## src/rtl/adder_pkg.sv

```systemverilog
// Shared definitions for the chunked sequential adder: FSM state encoding and
// chunk-count helpers used to size the chunk counter.
package adder_pkg;

    typedef logic [1:0] state_t;

    localparam state_t IDLE = 2'd0;
    localparam state_t RUN  = 2'd1;
    localparam state_t DONE = 2'd2;

    function automatic int chunk_count(input int width, input int chunk);
        return width / chunk;
    endfunction

    // A single-chunk configuration still needs a 1-bit counter.
    function automatic int count_width(input int n);
        return (n > 1) ? $clog2(n) : 1;
    endfunction

endpackage

```

## src/rtl/chunk_adder.sv

```systemverilog
// CHUNK-bit ripple-carry slice built from full_adder cells; also exposes the
// carry into its MSB so the parent can form signed overflow.
module chunk_adder #(
    parameter int CHUNK = 4
) (
    input  logic [CHUNK-1:0] a_i,
    input  logic [CHUNK-1:0] b_i,
    input  logic             cin_i,
    output logic [CHUNK-1:0] sum_o,
    output logic             cout_o,
    output logic             cmsb_o
);

    // Per-bit carry nets live in their own generate scopes to keep the chain acyclic per variable.
    for (genvar i = 0; i < CHUNK; i++) begin : g_bit
        logic c_in;
        logic c_out;
        if (i == 0) begin : g_first
            assign c_in = cin_i;
        end else begin : g_next
            assign c_in = g_bit[i-1].c_out;
        end
        full_adder u_fa (
            .a_i (a_i[i]),
            .b_i (b_i[i]),
            .c_i (c_in),
            .s_o (sum_o[i]),
            .c_o (c_out)
        );
    end

    assign cout_o = g_bit[CHUNK-1].c_out;
    assign cmsb_o = g_bit[CHUNK-1].c_in;

endmodule

```

## src/rtl/full_adder.sv

```systemverilog
// Single-bit full-adder cell, the building block of the ripple chain.
module full_adder (
    input  logic a_i,
    input  logic b_i,
    input  logic c_i,
    output logic s_o,
    output logic c_o
);

    assign s_o = a_i ^ b_i ^ c_i;
    assign c_o = (a_i & b_i) | (c_i & (a_i ^ b_i));

endmodule

```

## src/rtl/chunked_seq_adder.sv

```systemverilog
// Multi-cycle WIDTH-bit adder processing CHUNK bits per clock through one shared slice.
// Define SUBTRACT_SUPPORT_EN to add the sub port (a - b); otherwise always a + b + cin.
//
// state | meaning
// IDLE  | ready for an operand pair
// RUN   | adding chunk cnt_q, LSB first
// DONE  | result valid, held until consumed
module chunked_seq_adder
    import adder_pkg::*;
#(
    parameter int WIDTH = 16,
    parameter int CHUNK = 4
) (
    input  logic             clk,
    input  logic             rst,
    input  logic             in_valid,
    output logic             in_ready,
    input  logic [WIDTH-1:0] a,
    input  logic [WIDTH-1:0] b,
    input  logic             cin,
`ifdef SUBTRACT_SUPPORT_EN
    input  logic             sub,
`endif
    output logic             out_valid,
    input  logic             out_ready,
    output logic [WIDTH-1:0] sum,
    output logic             cout,
    output logic             ovf
);

    localparam int N  = chunk_count(WIDTH, CHUNK);
    localparam int CW = count_width(N);
    localparam logic [CW-1:0] LAST = CW'(N - 1);

    state_t           state_q, state_d;
    logic [WIDTH-1:0] a_q, a_d;
    logic [WIDTH-1:0] b_q, b_d;
    logic [WIDTH-1:0] sum_q, sum_d;
    logic             carry_q, carry_d;
    logic             cout_q, cout_d;
    logic             ovf_q, ovf_d;
    logic [CW-1:0]    cnt_q, cnt_d;

    logic [WIDTH-1:0] b_load;
    logic             carry_load;
    logic [CHUNK-1:0] a_chunk, b_chunk, slice_sum;
    logic             slice_cout, slice_cmsb;

`ifdef SUBTRACT_SUPPORT_EN
    // Two's-complement subtract: a + ~b + 1, caller's cin is ignored.
    assign b_load     = sub ? ~b : b;
    assign carry_load = sub | cin;
`else
    assign b_load     = b;
    assign carry_load = cin;
`endif

    always_comb begin
        a_chunk = '0;
        b_chunk = '0;
        for (int j = 0; j < N; j++) begin
            if (cnt_q == CW'(j)) begin
                a_chunk = a_q[j*CHUNK +: CHUNK];
                b_chunk = b_q[j*CHUNK +: CHUNK];
            end
        end
    end

    chunk_adder #(
        .CHUNK (CHUNK)
    ) u_slice (
        .a_i    (a_chunk),
        .b_i    (b_chunk),
        .cin_i  (carry_q),
        .sum_o  (slice_sum),
        .cout_o (slice_cout),
        .cmsb_o (slice_cmsb)
    );

    always_comb begin
        state_d = state_q;
        a_d     = a_q;
        b_d     = b_q;
        sum_d   = sum_q;
        carry_d = carry_q;
        cout_d  = cout_q;
        ovf_d   = ovf_q;
        cnt_d   = cnt_q;
        case (state_q)
            IDLE: begin
                if (in_valid) begin
                    a_d     = a;
                    b_d     = b_load;
                    carry_d = carry_load;
                    cnt_d   = '0;
                    state_d = RUN;
                end
            end
            RUN: begin
                for (int j = 0; j < N; j++) begin
                    if (cnt_q == CW'(j)) begin
                        sum_d[j*CHUNK +: CHUNK] = slice_sum;
                    end
                end
                carry_d = slice_cout;
                if (cnt_q == LAST) begin
                    cout_d  = slice_cout;
                    ovf_d   = slice_cmsb ^ slice_cout;
                    state_d = DONE;
                end else begin
                    cnt_d = cnt_q + CW'(1);
                end
            end
            DONE: begin
                if (out_ready) begin
                    state_d = IDLE;
                end
            end
            default: state_d = IDLE;
        endcase
    end

    always_ff @(posedge clk) begin
        if (rst) begin
            state_q <= IDLE;
            a_q     <= '0;
            b_q     <= '0;
            sum_q   <= '0;
            carry_q <= 1'b0;
            cout_q  <= 1'b0;
            ovf_q   <= 1'b0;
            cnt_q   <= '0;
        end else begin
            state_q <= state_d;
            a_q     <= a_d;
            b_q     <= b_d;
            sum_q   <= sum_d;
            carry_q <= carry_d;
            cout_q  <= cout_d;
            ovf_q   <= ovf_d;
            cnt_q   <= cnt_d;
        end
    end

    assign in_ready  = (state_q == IDLE) & ~rst;
    assign out_valid = (state_q == DONE);
    assign sum       = sum_q;
    assign cout      = cout_q;
    assign ovf       = ovf_q;

endmodule

```

## config.mk

```make
export PLATFORM = sky130hd
export DESIGN_NAME = chunked_seq_adder
export DESIGN_NICKNAME = d
export VERILOG_FILES = /design/src/rtl/adder_pkg.sv /design/src/rtl/chunk_adder.sv /design/src/rtl/full_adder.sv /design/src/rtl/chunked_seq_adder.sv
export SDC_FILE = /design/constraint.sdc
export NUM_CORES = 1
export LEC_CHECK = 0
export CORE_MARGIN = 4
export CORE_UTILIZATION = 49
export DETAILED_ROUTE_END_ITERATION = 7
export PLACE_DENSITY_LB_ADDON = 0.15
export SKIP_CTS_REPAIR_TIMING = 1
export SYNTH_ARGS = -nofsm -noshare
export SYNTH_HDL_FRONTEND = slang
export SYNTH_HIERARCHICAL = 1
export SYNTH_SLANG_ARGS = --single-unit
```

## constraint.sdc

```tcl
create_clock -name clk -period 3.7 [get_ports clk]
set_input_delay 0.37 -clock clk [delete_from_list [all_inputs] [get_ports clk]]
set_output_delay 0.37 -clock clk [all_outputs]
set_load 0.01 [all_outputs]
```

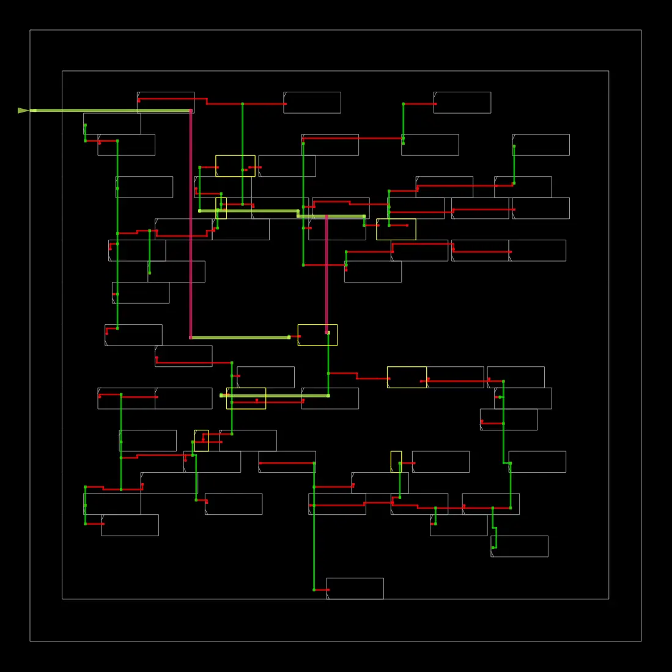
Figure 1: clock wiring as the flow saved it.
Setup Skew: 0.00847 ns
CTS buffer count: 5
clock buf count: 7

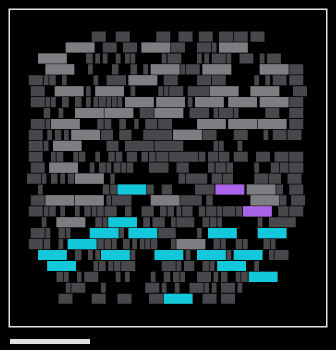
Figure 2: sequential cells coloured by netlist name.
Bar = 20 um. Other sequential cells in the stronger grey, the rest of the logic in the fainter grey.
colour	name in the netlist	placed flops
cyan	`b_q`	16
purple	`state_q`	2
not coloured	37
sequential power: 0.000643 W
Flop area: 0.00110 mm^2
Seq/total area: 35.9%
Core Util, Final: 64.0%

==> out/results.ini <==
[outcome]
run_status=completed

[synth]
postSynthAreaPerCell_um2=8.39
synthTopCellsByArea=dfxtp_1 (45%), nand2_1 (11%), a21oi_1 (10%), mux2i_1 (7.4%), fa_1 (3.3%)
ys_top_logic_family=simple AND/OR/NAND/NOR gates
xor_share_pct=0.358
simple_gate_share_pct=19.1
async_flop_share_pct=0

[final_timing]
maxSlewViolCount=0
setup_viol=0
slew_headroom_pct=24.2

[detailed_routing]
ant_nets=0

[power]
maxPowerGroup=registers
switching_share_pct=26.5

[setup_path]
r2r_end=ovf
path_cells=inv_1 > ha_1 > nand2_1 > o21ai_0 > a22o_1 > fa_1 > fa_1 > fa_1 > fa_1 > xor2_1 > mux2i_1 > nor2_1
critPathBufInv=1
crit_family=adder cells

[clock_network]
htree_levels=2
cts_sinks=55

[global_route]
use_met2_pct=31.7

[worst_hold_path]
hold_path_end=a_q[1]

[finish]
fin_area_mm2=0.00306

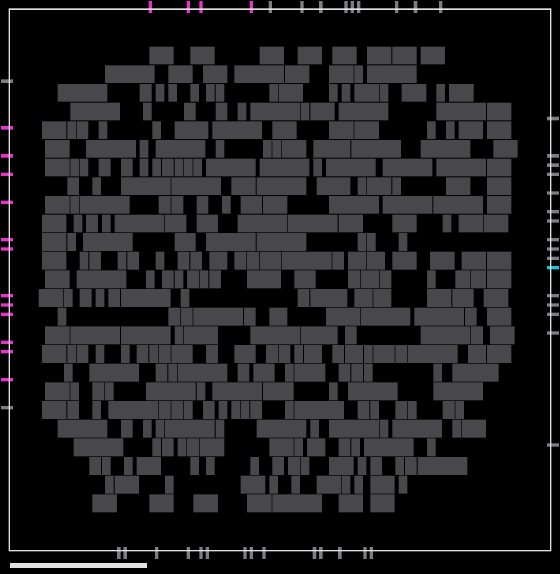
Figure 3: I/O pins on the die edge.
Bar = 20 um. Pins as bars across the die edge, other pins in grey.
colour	port	pins	direction	edge
cyan	`in_ready`	1	output	right
magenta	`a`	16	input	12 left, 4 top
all pins by edge	16 right, 14 left, 14 bottom, 13 top
floorplan die height: 78.7 um
# port buffers: 56

final cells by class:
class | instances | area (um^2) | area share [%]
Timing Repair Buffer | 59 | 578 | 18.9
Tap cell | 67 | 83.8 | 2.74
Sequential cell | 55 | 1100 | 35.9
Clock inverter | 1 | 5.00 | 0.163
Multi-Input combinational cell | 203 | 1180 | 38.5
Clock buffer | 7 | 76.3 | 2.49
Inverter | 11 | 41.3 | 1.35
registers in the layout (all words and copies together), names as in the netlist:
| signal | count |
|---|---|
| cnt_q | 2 |
| cout | 1 |
| b_q | 16 |
| carry_q | 1 |
| state_q | 2 |
| ovf | 1 |
| a_q | 16 |
| sum | 16 |
metal layers:
layer,vias up,routed length (um)
li1,1049,-
met1,936,2350
met2,45,2630
met3,4,287
met4,0,44
met5,-,0
Power figures rest on the tool's default switching activity, not on a simulated workload.
